### Clock routing, run 1

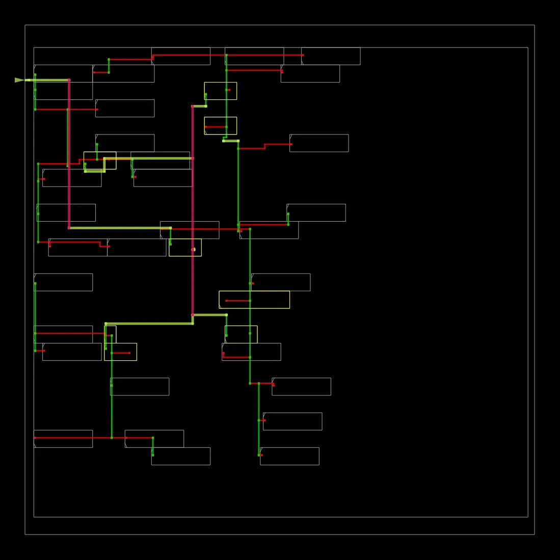
### Sequential cells grouped by signal name, run 1

Bar = 20 um. Other sequential cells in the stronger grey, the rest of the logic in the fainter grey.
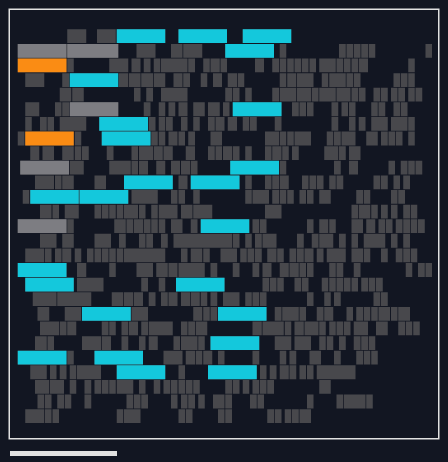
### Wires at chosen ports, followed through buffers, run 1

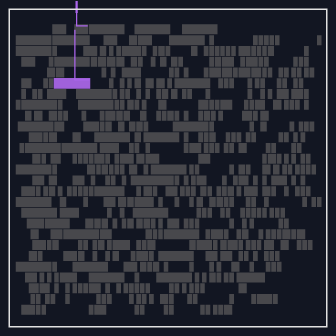
Design button_event, sky130hd; sources not shown.
==> flow_results.org, run 1 <==
#+TITLE: Flow metrics

** Outcome
- The flow ran to the end, and the final reports show no timing, DRC or antenna violations.

** Layout
- The layout summary lists the proportion of cells stronger than drive strength 1 as 10.19%.
- 0 antenna diodes ended up in the layout.
- Between the synthesized netlist and the finished layout, the area growth was recorded as 17.41%.
- For this run, the number of standard cells in the final layout without fillers is 612.
- The top cell type in the final layout, fill and taps aside, is sky130_fd_sc_hd__nand2_1.

** Pwr
- Combinational logic is responsible for 21.8% of the overall power.
- Combinational-cell power consumption :: 256 uW
- Pwr dens :: 345.8 mW/mm^2
- The net switching power in the latest report is 352.1 uW.
- The share of total power dissipated in the clock network is 37.7%.

** Timing
- Min Clock Period, post-route :: 2.340 ns
- The tightest hold path in the finished design has a slack of 0.6127 ns.

** Synthesis
- The stat command in Yosys gives a chip area of 0.002897 mm^2.
- In this run, the synthesized area fraction spent on AND-OR/OR-AND gates is recorded as 2.678%.
- In the Yosys report, the sequential cells make up 26.83% of the chip area.
- The number of cells reported by Yosys stat comes to 461.

** Run
- Number of max-capacitance violations reported :: 0

** Floorplanning
- The floorplan step defined a die boundary enclosing 0.006349 mm^2.

** Placed design
- Final weighted congestion in routability-driven placement :: 0.9236

** CTS
- Clock tree synthesis selected as its root buffer the cell sky130_fd_sc_hd__clkbuf_8.
- The CTS report gives the tree buffer count as 5.

** Worst setup path
- STA classifies the critical path startpoint as an input port.
- At the worst endpoint, the required time is 3.12 ns.
- Worst reg-to-reg path cell count :: 18

** Routing
- The detail route stage leaves a number of antenna-violating nets equal to 0.
-- 'Clock routing' (at the start) --
power in the clock group: 443 uW
later-pin clock latency in the skew report: 0.29 ns
setup clock skew after layout: 0.01004 ns
CTS sink cnt: 31

-- 'Sequential cells grouped by signal name' (at the start) --
[u_hold_timer/count] cyan | sequential cells: 24
[state] orange | sequential cells: 2
not coloured: 5
register area: 777.0 um^2
sequential group power: 477 uW
Post-Route Utilization: 59.92%
sequential portion of the cell area: 22.85%

-- 'Wires at chosen ports, followed through buffers' (at the start) --
[long_pulse] purple | bits: 1 | direction: output | edge: top | end cells: 1 | buffers: 1 | wire: 22.6 um
number of input and output port buffers inserted: 6
number of ports placed on the die boundary: 8

==> run 1: final cells by class <==
type | count | area (um^2) | share of cell area (%)
tap | 72 | 90.09 | 2.649
clock inverter | 2 | 35.03 | 1.030
clock buffer | 6 | 82.58 | 2.428
timing repair buffer | 12 | 105.1 | 3.091
inverter | 69 | 259.0 | 7.616
multi-input combinational | 420 | 2052 | 60.34
sequential | 31 | 777.0 | 22.85
==> run 1: metal layers <==
layer,GRT usage [%],vias to the layer above,share of wire (%)
met3,3.200,10,4.0
met5,0,-,0
met1,30.06,1241,48
met2,41.97,50,47
met4,6.727,0,1.3
li1,-,1515,-
==> run 1: tightest hold or removal path: cells and delay by family (launching register included) <==
family	cells	cell delay, ns
flops	1	0.36
simple gates	2	0.15
buf+inv	1	0.07
==> run 2: changes to the inputs <==
==> constraint.sdc (replaced) <==
create_clock -name clk -period 1.9 [get_ports clk]
set_input_delay 0.38 -clock clk [delete_from_list [all_inputs] [get_ports clk]]
set_output_delay 0.38 -clock clk [all_outputs]
set_load 0.05 [all_outputs]
### Clock routing, run 2

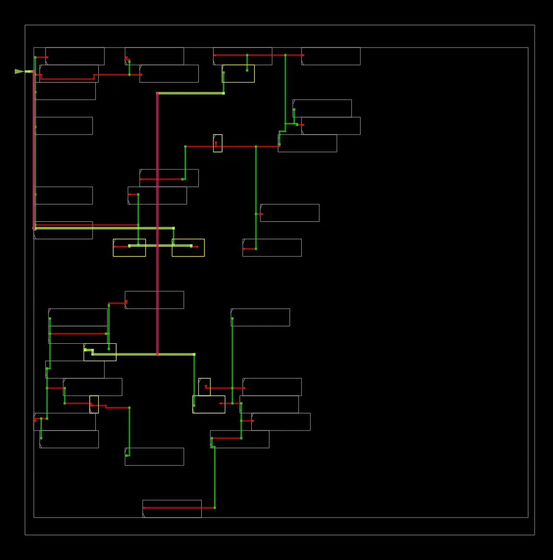
TritonCTS Buffers: 5
CLK BUF: 5

==> run 2 against run 1 <==
Effect of this change: the flow now finishes with violations (setup timing); highest routed layer unchanged; sequential cell count stayed put; critical endpoint unchanged; hold slack worse by 0.13 ns; clock-buffer cell count is 1 lower; sequential power is 53% higher; first-iteration DRC count is 36% higher.
==> flow_results.org, run 2 <==
#+TITLE: Flow metrics

** Outcome
- The flow ran to the end, but the final reports show violations.
- Violated checks :: setup timing

** Layout
- Summing all multi-input logic gate instances after layout gives 0.002173 mm^2.
- Looking at the area split, the leading class of cells is combinational gates.
- Flops :: 31
- 0 antenna diodes ended up in the layout.
- NumNets Final :: 577
- Of the total standard cell area in the layout, the sequential portion is 20.66%.
- In the final layout, non-clock buffers account for 10.23% of the cell area.
- Inverter tally of the final layout excluding the clock network :: 69
- Final Instance Count excl. Fillers :: 645
- Fraction of final layout cells sized beyond drive strength 1 :: 18.32%
- Register area :: 778.2 um^2
- Proportion of cell area occupied by multi-input gates :: 57.69%

** Global routing
- The first global-routing pass estimated 12100 um of wire.
- Met2 track demand over resource in global routing :: 41.97%
- Most Crowded Layer GR :: met2
- In the global route stage, met1 resource usage came out at 32.38%.
- GRT Residual Overflow :: 0

** Routing
- Before antenna repair, the detailed router went through 4 iterations.
- Per the post-route antenna check, the number of violating nets is 0.

** Worst setup path
- Per the STA report, the cell with the highest stage delay on the worst path is sky130_fd_sc_hd__dfrtp_1.
- The worst setup path is launched from a flip-flop.
- Req. time, crit path :: 2.12 ns
- The worst register-to-register path depth is 15.

** CTS
- Later-pin clock latency in the skew report :: 0.29 ns
- The cell sitting at the root of the clock tree is a sky130_fd_sc_hd__clkbuf_8.
- The tree built by TritonCTS fans out to 31 sinks.

** Synthesis
- Summing the sequential cell areas from Yosys gives 26.83% of the chip area.
- Ranked by total cell area, the synthesized netlist is headed by sky130_fd_sc_hd__dfrtp_1, sky130_fd_sc_hd__nand2_1, sky130_fd_sc_hd__nor2_1, sky130_fd_sc_hd__inv_1, sky130_fd_sc_hd__nand3_1.
- Summed standard-cell area reported by yosys :: 0.002897 mm^2

** Pwr
- Combinational-cell power consumption :: 472 uW
- For this design the total switching power over the nets is 549.3 uW.
- For this design the ratio of total power to cell area is 447.1 mW/mm^2.
- Looking at the power breakdown, combinational cells take 28.0% of the total.
- The flow reports power dissipated in sequential cells as 729 uW.
- The flow reports power dissipated in the clock network as 484 uW.
- Looking at the power breakdown, the clock network takes 28.7% of the total.

** Timing
- Per the final timing report, the hold violations number 0.
- In the final run the clock tree shows a worst skew of 0.006962 ns.
- Endpoints failing setup :: 28
- The critical path in the final layout is reported with a setup slack of -0.1039 ns.
- The most critical hold endpoint after final layout shows a slack of 0.4827 ns.

** Placed design
- Final weighted congestion in routability-driven placement :: 0.9095

** Floorplanning
- Die area :: 0.006349 mm^2
- Number of ports placed on the die boundary :: 8
- Well tap count :: 72

** Run
- Number of max-capacitance violations reported :: 0
### Cells by drive strength, run 2

Bar = 20 um.
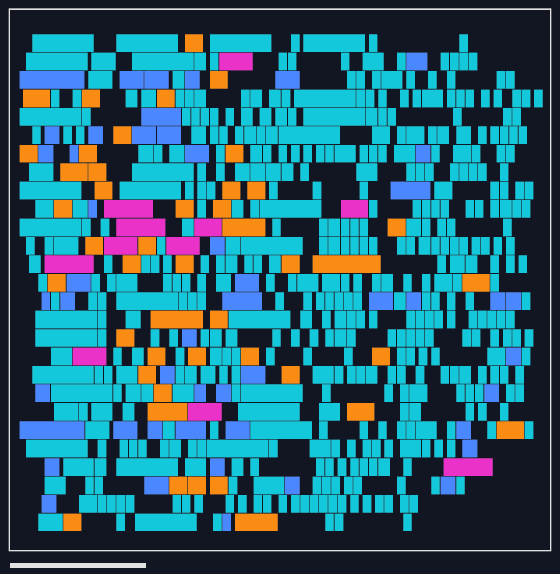
[_0 and _1 cells] cyan | cells: 468
[_6 and larger] magenta | cells: 11
[_3 and _4 cells] orange | cells: 45
[_2 cells] blue | cells: 49
P&R area growth vs syn: 30.06%
Finished Cell Area: 0.003767 mm^2
Non-Clock Buffer Count: 45

run 2: cell counts after synthesis:
Identical to the previous run, type by type.
run 2: what timing repair did:
item	CTS	global route
endpoints found under the setup margin	27	28
gates cloned	0	0
pin swaps	10	7
buffers inserted	4	2
resized	7	16
run 2: kinds of logic after synthesis:
kind of cell | count (synthesis) | synth area share (%)
AND/OR/NAND/NOR | 314 | 51.32
buffers and inverters | 75 | 10.76
flip-flops | 31 | 26.83
XOR/XNOR | 23 | 6.955
AND-OR/OR-AND | 13 | 2.678
adder cells (fa/ha/maj) | 2 | 0.8638
other | 2 | 0.2593
multiplexers | 1 | 0.3456
run 2: metal layers:
layer  routed length (um)  vias up
met5                    0        -
li1                     -     1590
met2                 3369       71
met1                 3227     1279
met4                  121        0
met3                  380       13
No activity file was given, so power comes from the tool's default toggle rates.
